### config.mk
export PLATFORM = sky130hd
export DESIGN_NAME = sdram_init_seq
export DESIGN_NICKNAME = d
export VERILOG_FILES = /design/src/rtl/sdram_init_seq.sv
export SDC_FILE = /design/constraint.sdc
export NUM_CORES = 1
export LEC_CHECK = 0
export CAP_MARGIN = 20
export CORE_MARGIN = 2
export CORE_UTILIZATION = 45
export DETAILED_ROUTE_END_ITERATION = 7
export DONT_BUFFER_PORTS = 1
export GPL_TIMING_DRIVEN = 0
export HOLD_SLACK_MARGIN = 0.1
export SETUP_SLACK_MARGIN = 0.5
export SLEW_MARGIN = 10
export SYNTH_ARGS = -nofsm -noshare
export SYNTH_HDL_FRONTEND = slang
export SYNTH_SLANG_ARGS = --single-unit
### constraint.sdc
create_clock -name clk_133 -period 1.8 [get_ports clk_133]
set_input_delay 0.36 -clock clk_133 [delete_from_list [all_inputs] [get_ports clk_133]]
set_output_delay 0.36 -clock clk_133 [all_outputs]
set_load 0.1 [all_outputs]
### src/rtl/sdram_init_seq.sv
// SDRAM power-up initialisation sequencer.
// After reset release it waits out the power-up period with NOPs, then issues
// PRECHARGE ALL, AREF_NUM AUTO REFRESH commands and LOAD MODE REGISTER, and
// finally raises init_done, which stays high until the next reset.
// Every command pin is registered; the command register is loaded from the
// next-state decode, so a command state lasts exactly one cycle.
module sdram_init_seq #(
    parameter int          T_PWR    = 26600,
    parameter int          T_RP     = 3,
    parameter int          T_RFC    = 9,
    parameter int          T_MRD    = 2,
    parameter int          AREF_NUM = 8,
    parameter logic [12:0] MODE_VAL = 13'h037,
    parameter int          CNT_W    = 16
) (
    input  logic        clk_133,
    input  logic        rst_n,
    output logic        sdr_cke,
    output logic        sdr_cs_n,
    output logic        sdr_ras_n,
    output logic        sdr_cas_n,
    output logic        sdr_we_n,
    output logic [1:0]  sdr_ba,
    output logic [12:0] sdr_addr,
    output logic        init_done
);

    localparam int REF_W = $clog2(AREF_NUM + 1);

    // Delay reload values: each wait is T cycles from the command cycle, so the
    // counter is loaded with T-1 on entry and the move happens when it reads 0.
    localparam logic [CNT_W-1:0] PWR_LOAD = CNT_W'(T_PWR - 1);
    localparam logic [CNT_W-1:0] RP_LOAD  = CNT_W'(T_RP - 1);
    localparam logic [CNT_W-1:0] RFC_LOAD = CNT_W'(T_RFC - 1);
    localparam logic [CNT_W-1:0] MRD_LOAD = CNT_W'(T_MRD - 1);
    localparam logic [REF_W-1:0] REF_LAST = REF_W'(AREF_NUM);

    // {cs_n, ras_n, cas_n, we_n}
    localparam logic [3:0] CMD_NOP  = 4'b0111;
    localparam logic [3:0] CMD_PRE  = 4'b0010;
    localparam logic [3:0] CMD_AREF = 4'b0001;
    localparam logic [3:0] CMD_LMR  = 4'b0000;

    localparam logic [12:0] ADDR_PRE_ALL = 13'h0400;

    typedef enum logic [2:0] {
        S_PWR,
        S_PRE,
        S_WRP,
        S_AREF,
        S_WRFC,
        S_LMR,
        S_WMRD,
        S_DONE
    } state_t;

    state_t            r_state;
    state_t            w_state_next;
    logic [CNT_W-1:0]  r_cnt;
    logic [CNT_W-1:0]  w_cnt_next;
    logic [CNT_W-1:0]  w_cnt_dec;
    logic              w_cnt_zero;
    logic [REF_W-1:0]  r_ref;
    logic [REF_W-1:0]  w_ref_next;
    logic              r_cke;
    logic [3:0]        r_cmd;
    logic [3:0]        w_cmd_next;
    logic [12:0]       r_addr;
    logic [12:0]       w_addr_next;
    logic              r_done;

    assign w_cnt_zero = (r_cnt == '0);
    // Saturating decrement: the counter never wraps below zero.
    assign w_cnt_dec  = w_cnt_zero ? '0 : (r_cnt - 1'b1);

    // Next-state, delay counter and refresh counter.
    always_comb begin
        w_state_next = r_state;
        w_cnt_next   = w_cnt_dec;
        w_ref_next   = r_ref;
        case (r_state)
            S_PWR: begin
                // cke still low means this is the first clock after reset:
                // start the power-up wait here so cycle 0 counts as a NOP cycle.
                if (!r_cke) begin
                    w_cnt_next = PWR_LOAD;
                end else if (w_cnt_zero) begin
                    w_state_next = S_PRE;
                    w_cnt_next   = RP_LOAD;
                end
            end
            S_PRE:  w_state_next = S_WRP;
            S_WRP: begin
                if (w_cnt_zero) begin
                    w_state_next = S_AREF;
                    w_cnt_next   = RFC_LOAD;
                    w_ref_next   = r_ref + 1'b1;
                end
            end
            S_AREF: w_state_next = S_WRFC;
            S_WRFC: begin
                if (w_cnt_zero) begin
                    if (r_ref == REF_LAST) begin
                        w_state_next = S_LMR;
                        w_cnt_next   = MRD_LOAD;
                    end else begin
                        w_state_next = S_AREF;
                        w_cnt_next   = RFC_LOAD;
                        w_ref_next   = r_ref + 1'b1;
                    end
                end
            end
            S_LMR:  w_state_next = S_WMRD;
            S_WMRD: begin
                if (w_cnt_zero) begin
                    w_state_next = S_DONE;
                end
            end
            S_DONE: w_cnt_next = '0;
            default: begin
                w_state_next = S_PWR;
                w_cnt_next   = '0;
                w_ref_next   = '0;
            end
        endcase
    end

    // Command decode from the state being entered, so pins and state align.
    always_comb begin
        w_cmd_next  = CMD_NOP;
        w_addr_next = '0;
        case (w_state_next)
            S_PRE: begin
                w_cmd_next  = CMD_PRE;
                w_addr_next = ADDR_PRE_ALL;
            end
            S_AREF: w_cmd_next = CMD_AREF;
            S_LMR: begin
                w_cmd_next  = CMD_LMR;
                w_addr_next = MODE_VAL;
            end
            default: begin
                w_cmd_next  = CMD_NOP;
                w_addr_next = '0;
            end
        endcase
    end

    // State, counters and registered SDRAM pins.
    always_ff @(posedge clk_133 or negedge rst_n) begin
        if (!rst_n) begin
            r_state <= S_PWR;
            r_cnt   <= '0;
            r_ref   <= '0;
            r_cke   <= 1'b0;
            r_cmd   <= CMD_NOP;
            r_addr  <= '0;
            r_done  <= 1'b0;
        end else begin
            r_state <= w_state_next;
            r_cnt   <= w_cnt_next;
            r_ref   <= w_ref_next;
            r_cke   <= 1'b1;
            r_cmd   <= w_cmd_next;
            r_addr  <= w_addr_next;
            r_done  <= (w_state_next == S_DONE);
        end
    end

    assign sdr_cke   = r_cke;
    assign sdr_cs_n  = r_cmd[3];
    assign sdr_ras_n = r_cmd[2];
    assign sdr_cas_n = r_cmd[1];
    assign sdr_we_n  = r_cmd[0];
    // Bank address is zero for every command this block issues.
    assign sdr_ba    = 2'b00;
    assign sdr_addr  = r_addr;
    assign init_done = r_done;

endmodule
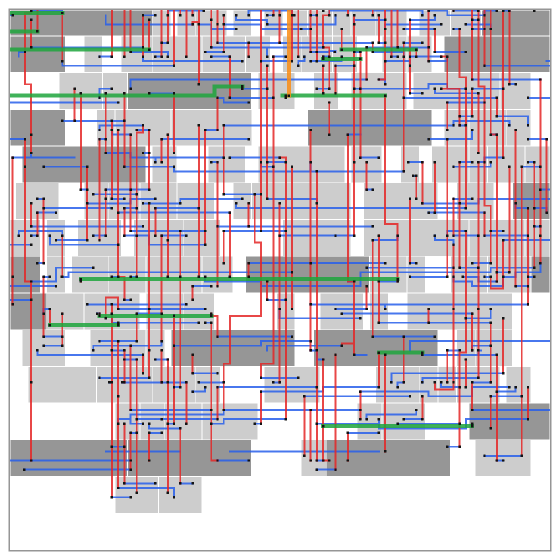
(layout detail)
Region (12, 0) to (52, 40) um. Cells in gray, sequential cells in the stronger gray; small squares are vias.
| color | layer |
|---|---|
| red | met2 |
| green | met3 |
| orange | met4 |
| blue | met1 |
netlist names of flops here include: r_cnt (11), init_done (1)
most frequent: buf_4 (14), dfrtp_1 (11), nor2_1 (10)
cells with their middle in the window: 115
sequential cells in the window: 12

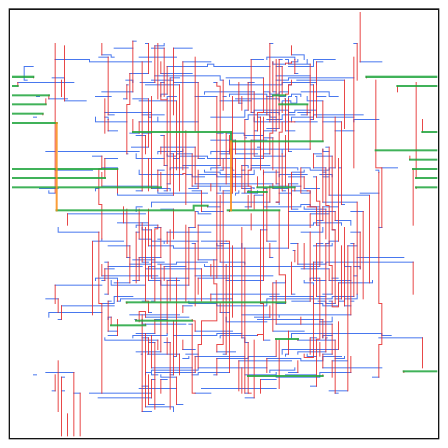
(wiring by layer)
| color | layer | wire length |
|---|---|---|
| green | met3 | 246 um |
| orange | met4 | 23.1 um |
| blue | met1 | 1500 um |
| red | met2 | 1760 um |
all-layer global routing usage: 20.0%
Routed wire per std cell: 13.9 um
vias after detailed routing: 1278
overall routed net length: 3530 um

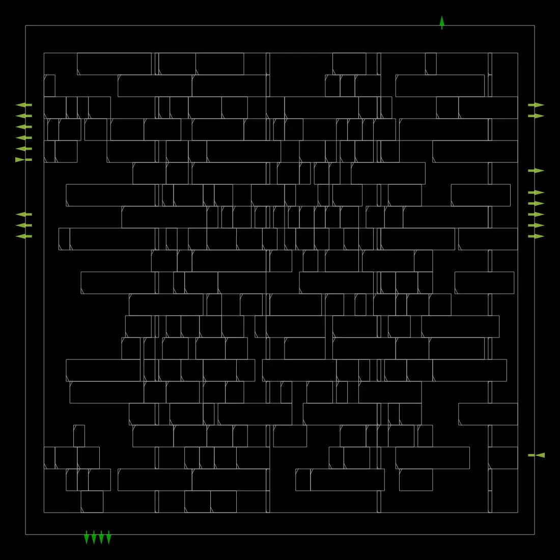
(cell outlines without signal wires)
FFs & Latches: 30
tap cell instance count: 46

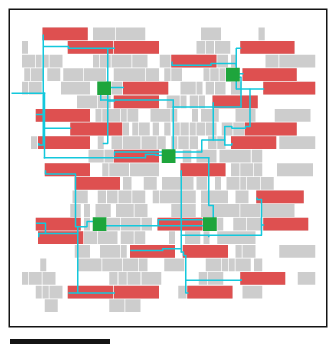
(routed clock nets over the placement)
The bar under the picture is 20 um long.
[cyan] clock wires | length: 435 um
[green] cells driving clock nets | count: 5
[red] flip-flops | count: 30
flops lie: widely spread

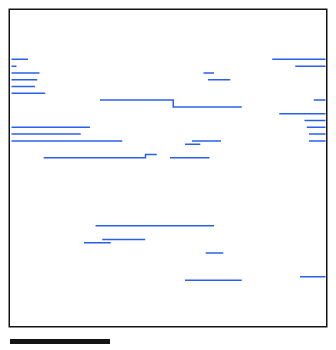
(met3 routing)
The bar under the picture is 20 um long.
nets with wire on the layer: 27
longest straight run: 23.5 um
global routing met3 resource utilization: 7.50%

==> run notes <==
Status on the layout run. Power per standard cell area landed at 811 nW/um^2. Along the critical path, the tally of buffer and inverter instances is 2. Per the synthesis report, the simple-gate share of the synthesized area is 22.1%. After Yosys synthesis, full adders, half adders and majority gates account for 2.38% of the synthesized area.

The most common logic cells in the final layout are 27 x buf_4, 22 x dfrtp_1, 12 x nor2_1, 11 x conb_1, 10 x nand2_1. The worst register-to-register path depth is 7. Setup clock skew after layout landed at 0.0160 ns. The final report lists a non-filler cell total of 253. Internal power comes to 0.00115 W. For reference, the final report shows the hold violation count at 0. The synthesis report lists the most area-consuming cells as dfrtp_1 43%, buf_4 6.7%, xnor2_1 6.7%. Proportion of layout cells with a drive suffix above 1 landed at 42.0%. STA classifies the critical path startpoint as a flip-flop. Number of cells in Yosys stat landed at 164. Number of slew-limit violations in the final report landed at 0. Initial antenna violation count landed at 0. Signed area change from the synthesized netlist to the final layout landed at 40.1%. Tally of max-capacitance violations landed at 0. Multi-input combinational gate total landed at 118. Global routing usage on met2 landed at 32.0%. The routed design shows a via density per instance of 5.05.

Transition time at the pin with the least slew margin landed at 0.505 ns. Post-DP HPWL landed at 2050 um. Cells fill 65.8% of the core in the end.

The layout has 6 inverters outside the clock class. Clock input transition at the sequential cells of the worst setup and hold paths landed at 0.10 ns. Per the gpl log, the routability congestion estimate is 0.758. The run finished, with violations left. At the worst endpoint, the arrival time is 2.12 ns.

First-pass iteration count of the detailed router landed at 4. Counting plain and timing-repair buffers in the layout gives 45. Yosys reports the multiplexer fraction of the synthesized area as 0.713%. The biggest slice of the total power is consumed by registers.

Post-synthesis share of cell area spent on and-or and or-and gates landed at 8.47%. Summed over all nets, wire length on met2 after detailed routing comes to 1760 um. The cell family contributing the most delay on the critical path is simple AND/OR/NAND/NOR gates. Register share of total power landed at 47.9%.

The checks that failed: negative setup slack. Per STA, the endpoint of the critical path is r_cnt[11]. Hold timing on the final database bottoms out at a slack of 0.445 ns. Count of instances resized after the clock tree is built landed at 33. For the worst setup path, the data required time is 2.02 ns.

STA lists the maximum fanout along the critical path as 4. Final setup TNS landed at -0.823 ns. Logic depth of the worst path, buffers included landed at 7. Warnings reported by Yosys during synthesis add up to 0.

Pin count of the biggest net entering global routing landed at 31. Before placement the cells fill 47.0% of the core. The most critical min-delay path falls under input port to asynchronous set/reset pin. For reference, the critical path cell chain is buf_4 > buf_6 > nor4_1 > nand2_1 > or4_4 > xor2_1 > nor2_1. Power of the combinational group landed at 0.000504 W. Recorded from the global router log, the overflow total was 0. After detailed routing, no signal wire sits above met4. Distinct cell type count of the synthesized netlist landed at 40. Net count of the finished layout landed at 211.

CTS reports a maximum clock tree buffer depth of 2. The worst setup path is captured at a flip-flop. Setup slack on the worst flop-to-flop path landed at -0.11 ns. The endpoint identified for the worst register-to-register timing path is r_cnt[11]. The finished cells cover 2210 sq um. The final layout report lists a filler cell count of 279.

OpenSTA, run right after detailed placement, puts the worst setup slack at -0.271 ns. In the post-synthesis netlist, the cell with the most instances is dfrtp_1. Detailed-route DRC error count landed at 0.

TritonCTS built the clock tree. Per the placement log, port buffering inserted 0 buffers. The largest registers in the layout are r_cnt (16), r_ref (4). The floorplan step defined a core boundary enclosing 3360 sq um. The class occupying the most area after layout is reported as combinational gates.

The root buffer cell chosen for the clock tree is clkbuf_4. Die height landed at 63.3 um. The register with the most flip-flops in the layout has 16 of them. In the synthesized netlist, the cells that appear most often are 27 x dfrtp_1, 16 x nor2_1, 14 x buf_4. Final count of negative-setup-slack endpoints landed at 11.

The setup path with the least slack is of type flip-flop to flip-flop. Leakage power summed over all cells landed at 0.946 nW. In this run the count of I/O pins placed on the die edge is 23.

Multi-input combinational cell area landed at 871 sq um. The design draws 0.00180 W. The detailed router reports a met3 wire length of 245 um. Number of levels in the clock H-tree landed at 2.

Synthesis inferred 30 register bits. met2 is the most crowded layer. Worst slew margin relative to its limit landed at 66.3%. Count of library flops with an enable pin landed at 0. Cts-stage hold buffer count landed at 2. The cell count after synthesis came out at 164. For this run, asynchronously set or reset flops after synthesis account for 100%. Part of the power in combinational logic landed at 28.1%. In the post-route analysis, the smallest setup slack over all paths is -0.105 ns.

Met1 track demand over resource in global routing landed at 25.4%. A synthesized cell averages 9.64 sq um. Looking at the post-CTS report, the setup buffer insertion count equals 17. Area of the chip landed at 4000 sq um. Placed instance area landed at 1730 sq um. Clock network contribution to total cell area landed at 2.66%.
Power is estimated from default activity; no workload was simulated.
